## config.mk

```make
export PLATFORM = sky130hd
export DESIGN_NAME = mem_arbiter
export DESIGN_NICKNAME = d
export VERILOG_FILES = /design/src/rtl/mem_arbiter.sv
export SDC_FILE = /design/constraint.sdc
export NUM_CORES = 1
export LEC_CHECK = 0
export CORE_AREA = 2 2 108 110
export CTS_BUF_LIST = sky130_fd_sc_hd__clkbuf_4 sky130_fd_sc_hd__clkbuf_8
export CTS_CLUSTER_SIZE = 14
export DETAILED_ROUTE_END_ITERATION = 16
export DIE_AREA = 0 0 110 112
export PLACE_DENSITY = 0.89
export SYNTH_ARGS = -nofsm -noshare
export SYNTH_HDL_FRONTEND = slang
export SYNTH_SLANG_ARGS = --single-unit
export TNS_END_PERCENT = 100
```

## constraint.sdc

```tcl
create_clock -name clk -period 5.05 [get_ports clk]
set_input_delay 1.2625 -clock clk [delete_from_list [all_inputs] [get_ports clk]]
set_output_delay 1.2625 -clock clk [all_outputs]
set_load 0.005 [all_outputs]
```

## src/rtl/mem_arbiter.sv

```systemverilog
// Arbitrates the fetch and load/store ports onto the shared single-port memory.
// One access in flight at a time: accept, issue to memory, then a one-cycle response.
module mem_arbiter #(
    parameter int MEM_SIZE     = 512,
    parameter int STARVE_LIMIT = 4
) (
    input  logic        clk,
    input  logic        rst,
    input  logic        if_req_valid,
    output logic        if_req_ready,
    input  logic [31:0] if_addr,
    output logic        if_rsp_valid,
    output logic [31:0] if_rdata,
    output logic        if_err,
    input  logic        d_req_valid,
    output logic        d_req_ready,
    input  logic [31:0] d_addr,
    input  logic        d_we,
    input  logic [3:0]  d_wstrb,
    input  logic [31:0] d_wdata,
    output logic        d_rsp_valid,
    output logic [31:0] d_rdata,
    output logic        d_err,
    output logic        mem_en,
    output logic        mem_we,
    output logic [3:0]  mem_wstrb,
    output logic [31:0] mem_addr,
    output logic [31:0] mem_wdata,
    input  logic [31:0] mem_rdata
);
    localparam int CW = $clog2(STARVE_LIMIT + 1);

    typedef enum logic [1:0] {IDLE, ISSUE, RESP} state_t;

    state_t        r_state, w_next;
    logic [CW-1:0] r_starve;
    logic          w_gnt_if, w_gnt_d, w_acc, w_err, w_dwr, w_good_rd;
    logic [31:0]   w_addr;
    logic          r_port, r_we, r_err;
    logic          r_mem_en, r_mem_we;
    logic [3:0]    r_mem_wstrb;
    logic [31:0]   r_mem_addr, r_mem_wdata;
    logic          r_if_rsp, r_d_rsp, r_if_err, r_d_err;

    always_ff @(posedge clk) begin
        if (rst) r_state <= IDLE;
        else     r_state <= w_next;
    end

    always_comb begin
        w_next       = r_state;
        w_gnt_if     = 1'b0;
        w_gnt_d      = 1'b0;
        if_req_ready = 1'b0;
        d_req_ready  = 1'b0;
        case (r_state)
            IDLE: begin
                w_gnt_if     = if_req_valid && (!d_req_valid || r_starve == CW'(STARVE_LIMIT));
                w_gnt_d      = d_req_valid && !w_gnt_if;
                if_req_ready = w_gnt_if && !rst;
                d_req_ready  = w_gnt_d && !rst;
                if (if_req_ready || d_req_ready) w_next = ISSUE;
            end
            ISSUE:   w_next = RESP;
            RESP:    w_next = IDLE;
            default: w_next = IDLE;
        endcase
    end

    assign w_acc  = if_req_ready || d_req_ready;
    assign w_addr = w_gnt_if ? if_addr : d_addr;
    assign w_dwr  = w_gnt_d && d_we;
    assign w_err  = (w_addr[1:0] != 2'b00) || (w_addr > 32'(MEM_SIZE - 4));

    // The mem_* registers double as the request latches for address and write data.
    always_ff @(posedge clk) begin
        if (rst) begin
            r_starve    <= '0;
            r_port      <= 1'b0;
            r_we        <= 1'b0;
            r_err       <= 1'b0;
            r_mem_en    <= 1'b0;
            r_mem_we    <= 1'b0;
            r_mem_wstrb <= 4'b0;
            r_mem_addr  <= 32'b0;
            r_mem_wdata <= 32'b0;
            r_if_rsp    <= 1'b0;
            r_d_rsp     <= 1'b0;
            r_if_err    <= 1'b0;
            r_d_err     <= 1'b0;
        end else begin
            r_mem_en    <= 1'b0;
            r_mem_we    <= 1'b0;
            r_mem_wstrb <= 4'b0;
            r_if_rsp    <= 1'b0;
            r_d_rsp     <= 1'b0;
            r_if_err    <= 1'b0;
            r_d_err     <= 1'b0;
            if (r_state == IDLE) begin
                if (!if_req_valid || w_gnt_if)
                    r_starve <= '0;
                else if (w_gnt_d && r_starve != CW'(STARVE_LIMIT))
                    r_starve <= r_starve + CW'(1);
            end
            if (w_acc) begin
                r_port      <= w_gnt_d;
                r_we        <= w_dwr;
                r_err       <= w_err;
                r_mem_en    <= !w_err;
                r_mem_we    <= w_dwr;
                r_mem_wstrb <= w_dwr ? d_wstrb : 4'b0;
                r_mem_addr  <= w_addr;
                r_mem_wdata <= w_gnt_d ? d_wdata : 32'b0;
            end
            if (r_state == ISSUE) begin
                r_if_rsp <= !r_port;
                r_d_rsp  <= r_port;
                r_if_err <= !r_port && r_err;
                r_d_err  <= r_port && r_err;
            end
        end
    end

    // Read data comes straight from the macro's output register during RESP.
    assign w_good_rd = (r_state == RESP) && !r_we && !r_err;

    assign if_rsp_valid = r_if_rsp;
    assign d_rsp_valid  = r_d_rsp;
    assign if_err       = r_if_err;
    assign d_err        = r_d_err;
    assign if_rdata     = (w_good_rd && !r_port) ? mem_rdata : 32'b0;
    assign d_rdata      = (w_good_rd && r_port) ? mem_rdata : 32'b0;
    assign mem_en       = r_mem_en;
    assign mem_we       = r_mem_we;
    assign mem_wstrb    = r_mem_wstrb;
    assign mem_addr     = r_mem_addr;
    assign mem_wdata    = r_mem_wdata;
endmodule

```

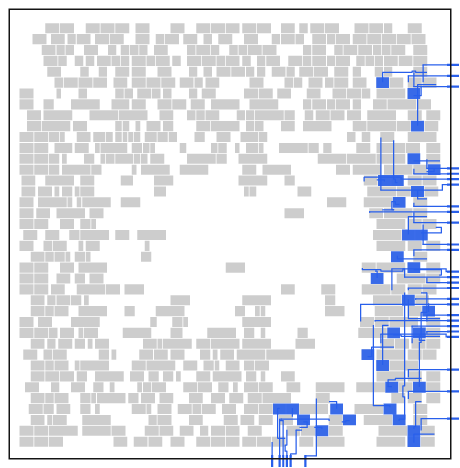
**Above:** run 1 (port wiring).
(4 px per µm)
color	port	bits	direction	edge	end cells	buffers	wire
blue	d_wdata	32	input	26 east, 6 south	32	32	721 µm

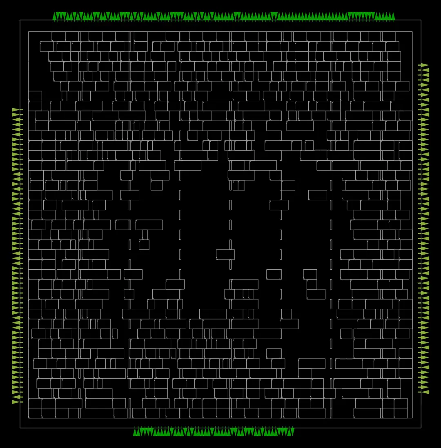
**Above:** run 1 (cell outlines without signal wires).
fin util: 58.8%
Seq area share: 25.0%
Fill cells: 966

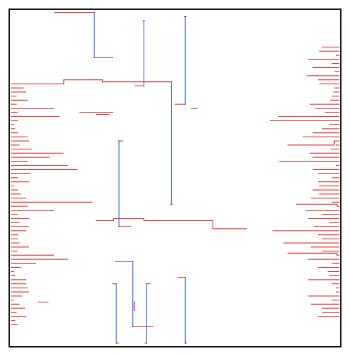
**Above:** run 1 (signal wires by layer).
(3 px per µm) Only two layers are drawn.
color	layer	wire length
red	M3	1,020 µm
blue	M4	218 µm

==> run summary, run 1 <==
impl run done, here's what came out: run status complete, no violations, Crit. End Element primary output, site row count 39, Placed Instances 760, Hold Crit Depth 1, setup violators final 0, Core Area 11,200 µm², Final clock-cell share 2.74%, R2R setup slack 2.85 ns, Critical R2R Capture r_err, largest net degree at the start of global routing about 66, synthesized instance count 365, Crit path max-delay family buffers and inverters, fin crit share 79.3%, Pins Over Slew Limit 0, Comb power frac 24.4%, Non-clk invs 4, VDD IR max between 0.1 and 0.15 mV, setup ws final approximately 1.0 ns, GR Overflow Total 0, GRT Overall Usage between 10% and 20%, Critical Path Max Stage Delay 0.51 ns, Seq share, synth 45.6%, logic area 1760 µm², Reg2Reg Depth 8, die height 112 µm, P_sw 0.403 mW, sw frac approximately a quarter, GR met1 Demand/Resource between 20% and 30%, cts bufs inserted 9, chip area 12,300 µm², area occupied by registers 1640 µm², Residual DRC 0, routed via count about 3,700, Post-synth EDFFs 0, critical-path cell list clkdlybuf4s50_1, a21boi_4, nand3b_1, nor2_1, clkdlybuf4s50_1, register clock-pin slew on the reported worst setup and hold paths 0.08 ns, Total Power ~1.5 mW, # H-tree levels 3, tap cell count ~140, Synth cell types 36, Post-Route WL 12.2 mm, final hold violation count 0, Clock Power 0.429 mW, post-layout instance area 6570 µm², max_cap viols 0, Clock Power Share 28.1%, I/O Buffers 276, hold_ws around 0.48 ns, drt via density 4.78, Top cell excl fill/tap clkdlybuf4s50_1, nets 767, metal1 wirelength 4.96 mm, metal2 WL 6.02 mm, initial antenna violation count 0, # IOs 277, area leader, netlist dfxtp_1, Buffers excl. clock 280, met3 GRT Util 5.50%, origin of the critical flop-to-flop path r_starve[0], first-pass GRT wire length approximately 18 mm, Worst Hold End mem_wdata[0], Setup Fix Bufs, Post-CTS 0, #FFs+latches synth 82, yosys synthesis chip area 3600 µm², post_cts resized 0, Clock Tree Buf Depth 2, TritonCTS clock tree yes, routed len/inst 15.7 µm, cell area power density 233 nW/µm², final RePlAce weighted congestion 0.824, DR iter-0 viols 217, Synth area leaders dfxtp_1 (46%), and2_1 (12%), mux2i_1 (8.6%), count leader, synth dfxtp_1, Crit Path Class in -> out, HP Start mem_wdata[0], Top Layout Cells clkdlybuf4s50_1 (276), dfxtp_1 (82), and2_1 (67), multi-input gates about 250, GRT busiest layer met2, Routed Antenna Nets 0, buffering overhead 42.5%, syn avg cell area 9.86 µm², tool warning count 27, CP Data Required Time 3.79 ns, clk root buf clkbuf_8, Die W 110 µm, Worst EP arrival 2.74 ns, hold crit path type reg -> reg, peak fanout along the critical path 4, P_seq 0.724 mW, Critical path buffers and inverters 2, combinational cell power 0.373 mW, Top pwr grp registers, Largest type area fraction ~46%, ys flop type dfxtp_1, final-layout clock buffer total 10, top cells by count, synth dfxtp_1 (82), and2_1 (67), nor2_1 (35), Non-Filler Instances between 700 and 800, Area Growth Syn to Fin 82.5%, Setup TNS Final 0 ns, uppermost layer routed met4, Comb/total area between 20% and 30%
-- run 1: kinds of logic (layout without fill, tap and decap cells) --
kind of cell	count (synthesis)	count (layout)	share of synthesized area, %
buf+inv	32	300	5.57
compound gates	78	78	17.4
simple gates	140	140	22.1
mux	31	31	8.63
fa+ha+maj	2	2	0.696
flops	82	82	45.6
-- run 1: worst max-delay path by stage --
stage / start / slack, ns / endpoint / cells past startpoint
after global routing: rst / 0.99 / if_req_ready / 4
after global placement: d_req_valid / 1.07 / if_req_ready / 5
final: d_req_valid / 1.04 / if_req_ready / 5
after floorplan: d_req_valid / 1.84 / if_req_ready / 5
after CTS: rst / 1.06 / if_req_ready / 4
after detailed placement: rst / 1.08 / if_req_ready / 4
**Run 1: sequential cells grouped by signal name**

(4 px per µm) Other sequential cells in the stronger gray, the rest of the logic in the fainter gray.
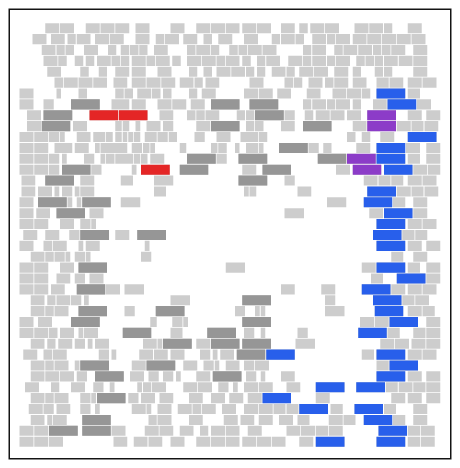

--- run 2 (diff from run 1) ---
--- a/config.mk
+++ b/config.mk
@@ -5,11 +5,11 @@
 export SDC_FILE = /design/constraint.sdc
 export NUM_CORES = 1
 export LEC_CHECK = 0
-export CORE_AREA = 2 2 108 110
+export CORE_MARGIN = 2
+export CORE_UTILIZATION = 31
 export CTS_BUF_LIST = sky130_fd_sc_hd__clkbuf_4 sky130_fd_sc_hd__clkbuf_8
 export CTS_CLUSTER_SIZE = 14
 export DETAILED_ROUTE_END_ITERATION = 16
-export DIE_AREA = 0 0 110 112
 export PLACE_DENSITY = 0.89
 export SYNTH_ARGS = -nofsm -noshare
 export SYNTH_HDL_FRONTEND = slang
==> constraint.sdc (replaced) <==
create_clock -name clk -period 3.2 [get_ports clk]
set_input_delay 0.8 -clock clk [delete_from_list [all_inputs] [get_ports clk]]
set_output_delay 0.8 -clock clk [all_outputs]
set_load 0.005 [all_outputs]
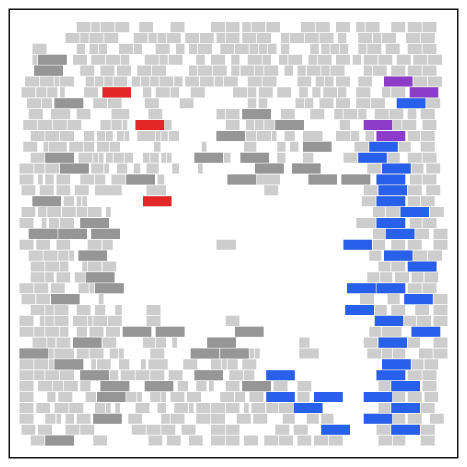
**Above:** run 2 (sequential cells grouped by signal name).
(4 px per µm) Other sequential cells in the stronger gray, the rest of the logic in the fainter gray.
color	name in the netlist	placed flops
purple	mem_wstrb	4
blue	mem_wdata	32
red	r_starve	3
not colored	43
Seq area share: 24.9%
P_seq: 1.14 mW
fin util: 58.0%
area occupied by registers: 1640 µm²

==> run 2 against run 1 <==
- total power increased by 60%
- highest routed layer unchanged
- combinational power increased by 59%
- via count increased by 2.5%
- hold slack got worse by 0.014 ns
- area after synthesis unchanged
- critical path depth unchanged
==> run summary, run 2 <==
impl run done, here's what came out: run status complete, no violations (unchanged), Crit Path Class in -> out (unchanged), sw frac 27.2% (was 26.4%), # H-tree levels 3 (unchanged), Top cell excl fill/tap clkdlybuf4s50_1 (unchanged), mux frac, synth 8.63% (unchanged), GRT busiest layer met2 (unchanged), origin of the critical flop-to-flop path r_state[1] (was r_starve[0]), Total Power 2.44 mW (was 1.53 mW), Top non-seq family simple AND/OR/NAND/NOR gates (unchanged), share of layout cells above drive strength 1 5.03% (was 4.58%), largest net degree at the start of global routing 66 (unchanged), VDD IR max 0.350 mV (was 0.142 mV), final RePlAce weighted congestion 0.837 (was 0.824), met3 GRT Util 8.00% (was 5.50%), Critical Path Max Stage Delay 0.53 ns (was 0.51 ns), Clock Power Share 28.8% (was 28.1%), routed via count 3,801 (was 3,708), Adder Share, Synth 0.696% (unchanged), die height 112 µm (about the same), cts bufs inserted 9 (unchanged), CP Data Required Time 2.40 ns (was 3.79 ns), uppermost layer routed met4 (unchanged), setup violators final 0 (unchanged), Seq share, synth 45.6% (unchanged), area leader, netlist dfxtp_1 (unchanged), P_int 1.78 mW (was 1.12 mW), metal2 WL 6.01 mm (was 6.02 mm), Die W 112 µm (was 110 µm), synthesized instance count 365 (unchanged), R2R setup slack 0.95 ns (was 2.85 ns), Worst EP arrival 2.26 ns (was 2.74 ns), post-layout instance area 6590 µm² (was 6570 µm²), Largest type area fraction 45.6% (unchanged), routed len/inst 16.3 µm (was 15.7 µm), Synth area leaders dfxtp_1 (46%), and2_1 (12%), mux2i_1 (8.6%) (unchanged), Area Growth Syn to Fin 83.3% (was 82.5%), Residual DRC 0 (unchanged), GR met1 Demand/Resource 22.8% (was 21.6%), cell area power density 370 nW/µm² (was 233 nW/µm²), Non-Filler Instances 779 (was 776), Crit path max-delay family buffers and inverters (unchanged), hold_ws 0.464 ns (was 0.479 ns), count leader, synth dfxtp_1 (unchanged), Routed Antenna Nets 0 (unchanged), cell repeated most along the worst path clkdlybuf4s50_1 (unchanged), Complex Gates by Area 17.4% (unchanged), Setup TNS Final 0 ns (unchanged), Setup Fix Bufs, Post-CTS 0 (unchanged), Critical path buffers and inverters 2 (unchanged), setup ws final 0.141 ns (was 1.04 ns), I/O Buffers 276 (unchanged), P_sw 0.664 mW (was 0.403 mW), Fill cells 974 (was 966), CP startpoint d_req_valid (unchanged), Post-synth EDFFs 0 (unchanged), Clock Power 0.703 mW (was 0.429 mW), fin crit share between 90 and 100%, XORs/XNORs by Area 0% (unchanged), critical-path cell list clkdlybuf4s50_1, a21boi_4, nand3b_1, nor2_1, clkdlybuf4s50_1 (unchanged), #FFs+latches synth 82 (unchanged), peak fanout along the critical path 4 (unchanged), Core Area 11,400 µm² (was 11,200 µm²), Top pwr grp registers (unchanged), final clock skew 0.00978 ns (was 0.0113 ns), Top Layout Cells clkdlybuf4s50_1 (276), dfxtp_1 (82), and2_1 (67) (unchanged), max_cap viols 0 (unchanged), hold crit path type reg -> reg (unchanged), Clock Tree Buf Depth 2 (unchanged), post_cts resized 0 (unchanged), Comb power frac 24.3% (was 24.4%), # IOs 277 (unchanged), GR Overflow Total 0 (unchanged), initial antenna violation count 0 (unchanged), DR iter-0 viols 198 (was 217), HP Start r_we (was mem_wdata[0]), first-pass GRT wire length 19.3 mm (was 18.2 mm), top cells by count, synth dfxtp_1 (82), and2_1 (67), nor2_1 (35) (unchanged), Crit. End Element primary output (unchanged), metal1 wirelength 5.29 mm (was 4.96 mm), nets 770 (was 767), clk root buf clkbuf_8 (unchanged), combinational cell power 0.593 mW (was 0.373 mW), chip area 12,500 µm² (was 12,300 µm²), register clock-pin slew on the reported worst setup and hold paths 0.09 ns (was 0.08 ns), TritonCTS clock tree yes (unchanged), Placed Instances 763 (was 760), site row count 39 (unchanged), Simple-Gate Area Share 22.1% (unchanged), Synth cell types 36 (unchanged), startpoint types primary input (unchanged), tool warning count 27 (unchanged), Pins Over Slew Limit 0 (unchanged), final hold violation count 0 (unchanged), syn avg cell area 9.86 µm² (unchanged), yosys synthesis chip area 3600 µm² (unchanged), drt via density 4.88 (was 4.78), ys flop type dfxtp_1 (unchanged)
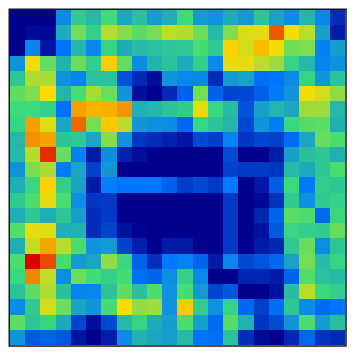
**Above:** run 2 (wire density map).
(3 px per µm) The die is cut into 22 by 22 equal tiles; dark blue is low, red is high, scaled to the fullest tile. Values are wire area over tile area, all layers added.
emptiest ninth of the die	center
tiles over half the peak	23%
fullest tile	0.49
mean over tiles	0.17
Post-Route WL: 12.7 mm
GRT Overall Usage: 19.5%

[run 2: area by class of cell]
type | count | area [µm²] | share of cell area (%)
multi-input combinational | 251 | 1760 | 26.7
inverter | 4 | 15.0 | 0.228
clock inverter | 6 | 48.8 | 0.740
timing repair buffer | 283 | 2820 | 42.7
clock buffer | 10 | 131 | 1.99
sequential | 82 | 1640 | 24.9
tap | 143 | 179 | 2.71
[run 2: path summary, 6_finish.rpt]
check	to	depth (start not counted)
setup / recovery	if_req_ready	5
hold / removal	r_we	1
setup reg to reg	mem_wdata[7]	5
hold reg to reg	r_we	1
[run 2: kinds of logic after synthesis]
logic type,count (synthesis)
AOI/OAI and AO/OA,78
adders and majority gates,2
buffers and inverters,32
DFF,82
muxes,31
and+or+nand+nor,140
--- run 3 (diff from run 2) ---
--- a/config.mk
+++ b/config.mk
@@ -10,6 +10,7 @@
 export CTS_BUF_LIST = sky130_fd_sc_hd__clkbuf_4 sky130_fd_sc_hd__clkbuf_8
 export CTS_CLUSTER_SIZE = 14
 export DETAILED_ROUTE_END_ITERATION = 16
+export HOLD_SLACK_MARGIN = 0.15
 export PLACE_DENSITY = 0.89
 export SYNTH_ARGS = -nofsm -noshare
 export SYNTH_HDL_FRONTEND = slang
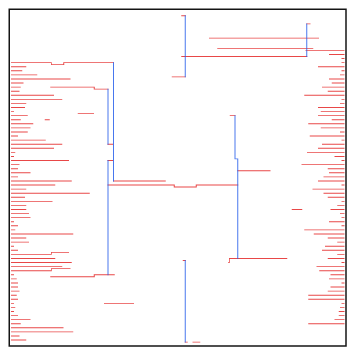
**Above:** run 3 (signal wires by layer).
(3 px per µm) Only two layers are drawn.
color	layer	wire length
blue	M4	203 µm
red	M3	1,180 µm

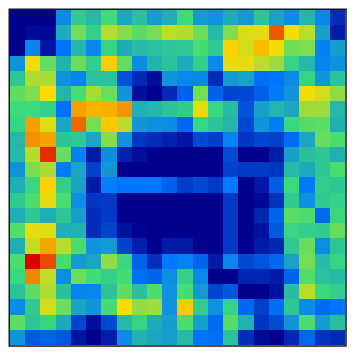
**Above:** run 3 (wire density map).
(3 px per µm) The die is cut into 22 by 22 equal tiles; dark blue is low, red is high, scaled to the fullest tile. Values are wire area over tile area, all layers added.
mean over tiles	0.17
nearly empty tiles	12%
tiles over half the peak	23%

==> run 3 against run 2 <==
- core utilization unchanged
- maximum frequency unchanged
- register-to-register slack about the same
- critical endpoint unchanged
- flip-flop count unchanged
- area after synthesis unchanged
- final area unchanged
- hold slack unchanged
==> run summary, run 3 <==
impl run done, here's what came out: run status complete, no violations (unchanged), post-layout instance area 6590 µm² (unchanged), Seq share, synth 45.6% (unchanged), Area Growth Syn to Fin 83.3% (unchanged), setup ws final 0.141 ns (unchanged), Crit Path Class in -> out (unchanged), Clock Power 0.703 mW (about the same), synthesized instance count 365 (unchanged), nets 770 (unchanged), Clock Power Share 28.8% (about the same), Post-Route WL 12.7 mm (unchanged), final RePlAce weighted congestion 0.837 (unchanged), Core Area 11,400 µm² (unchanged), critical-path cell list clkdlybuf4s50_1, a21boi_4, nand3b_1, nor2_1, clkdlybuf4s50_1 (unchanged), buffering overhead 42.7% (unchanged), count leader, synth dfxtp_1 (unchanged), Fill cells 974 (unchanged), share of layout cells above drive strength 1 5.03% (unchanged), chip area 12,500 µm² (unchanged), Worst EP arrival 2.26 ns (about the same), GR Overflow Total 0 (unchanged), Critical Path Max Stage Delay 0.53 ns (about the same), Critical path buffers and inverters 2 (unchanged), Top Layout Cells clkdlybuf4s50_1 (276), dfxtp_1 (82), and2_1 (67) (unchanged), final-layout clock buffer total 10 (unchanged), Residual DRC 0 (unchanged), Comb power frac 24.3% (about the same), Routed Antenna Nets 0 (unchanged), # IOs 277 (unchanged), #FFs+latches synth 82 (unchanged), routed len/inst 16.3 µm (unchanged), Setup Fix Bufs, Post-CTS 0 (unchanged), hold_ws 0.464 ns (unchanged), Comb/total area 26.7% (unchanged), fin crit share 95.6% (unchanged), max_cap viols 0 (unchanged), initial antenna violation count 0 (unchanged), Non-clk invs 4 (unchanged), VDD IR max 0.350 mV (unchanged), ys flop type dfxtp_1 (unchanged), R2R setup slack 0.95 ns (about the same), final clock skew 0.00978 ns (unchanged), cell area power density 370 nW/µm² (unchanged), top cells by count, synth dfxtp_1 (82), and2_1 (67), nor2_1 (35) (unchanged), clk root buf clkbuf_8 (unchanged), I/O Buffers 276 (unchanged), largest net degree at the start of global routing 66 (unchanged), Seq area share 24.9% (unchanged), area occupied by registers 1640 µm² (unchanged), post_cts resized 0 (unchanged), Top cell excl fill/tap clkdlybuf4s50_1 (unchanged), cell repeated most along the worst path clkdlybuf4s50_1 (unchanged), sw frac 27.2% (unchanged), first-pass GRT wire length 19.3 mm (unchanged), Non-Filler Instances 779 (unchanged), peak fanout along the critical path 4 (unchanged), Buffers excl. clock 283 (unchanged), CP Data Required Time 2.40 ns (about the same), register clock-pin slew on the reported worst setup and hold paths 0.09 ns (about the same), # H-tree levels 3 (unchanged), drt via density 4.88 (unchanged), logic area 1760 µm² (unchanged), Synth area leaders dfxtp_1 (46%), and2_1 (12%), mux2i_1 (8.6%) (unchanged), fin util 58.0% (unchanged), Setup TNS Final 0 ns (unchanged), TritonCTS clock tree yes (unchanged), P_seq 1.14 mW (about the same), Synth cell types 36 (unchanged), Final clock-cell share 2.73% (unchanged), Placed Instances 763 (unchanged)
## run 3: cell counts after synthesis
No cell type changed its count.
## run 3: worst paths after layout
check,start,end,depth (start not counted)
worst min-delay path,r_we,r_we,1
worst max-delay path,d_req_valid,if_req_ready,5
worst min register to register,r_we,r_we,1
worst max register to register,r_state[1],mem_wdata[7],5
## run 3: cell families after synthesis
kind of cell / Yosys count / synth area share, %
adder cells (fa/ha/maj): 2 / 0.696
AND/OR/NAND/NOR: 140 / 22.1
buffers and inverters: 32 / 5.57
multiplexers: 31 / 8.63
AND-OR/OR-AND: 78 / 17.4
flip-flops: 82 / 45.6
## run 3: layer usage
layer	vias up	track usage (%)	part of all wire, %
met1	1773	22.8	42
met3	17	8.00	9.3
met2	167	32.4	47
li1	1844	-	-
met5	-	0	0
met4	0	6.58	1.6
Power and IR drop assume default switching activity.
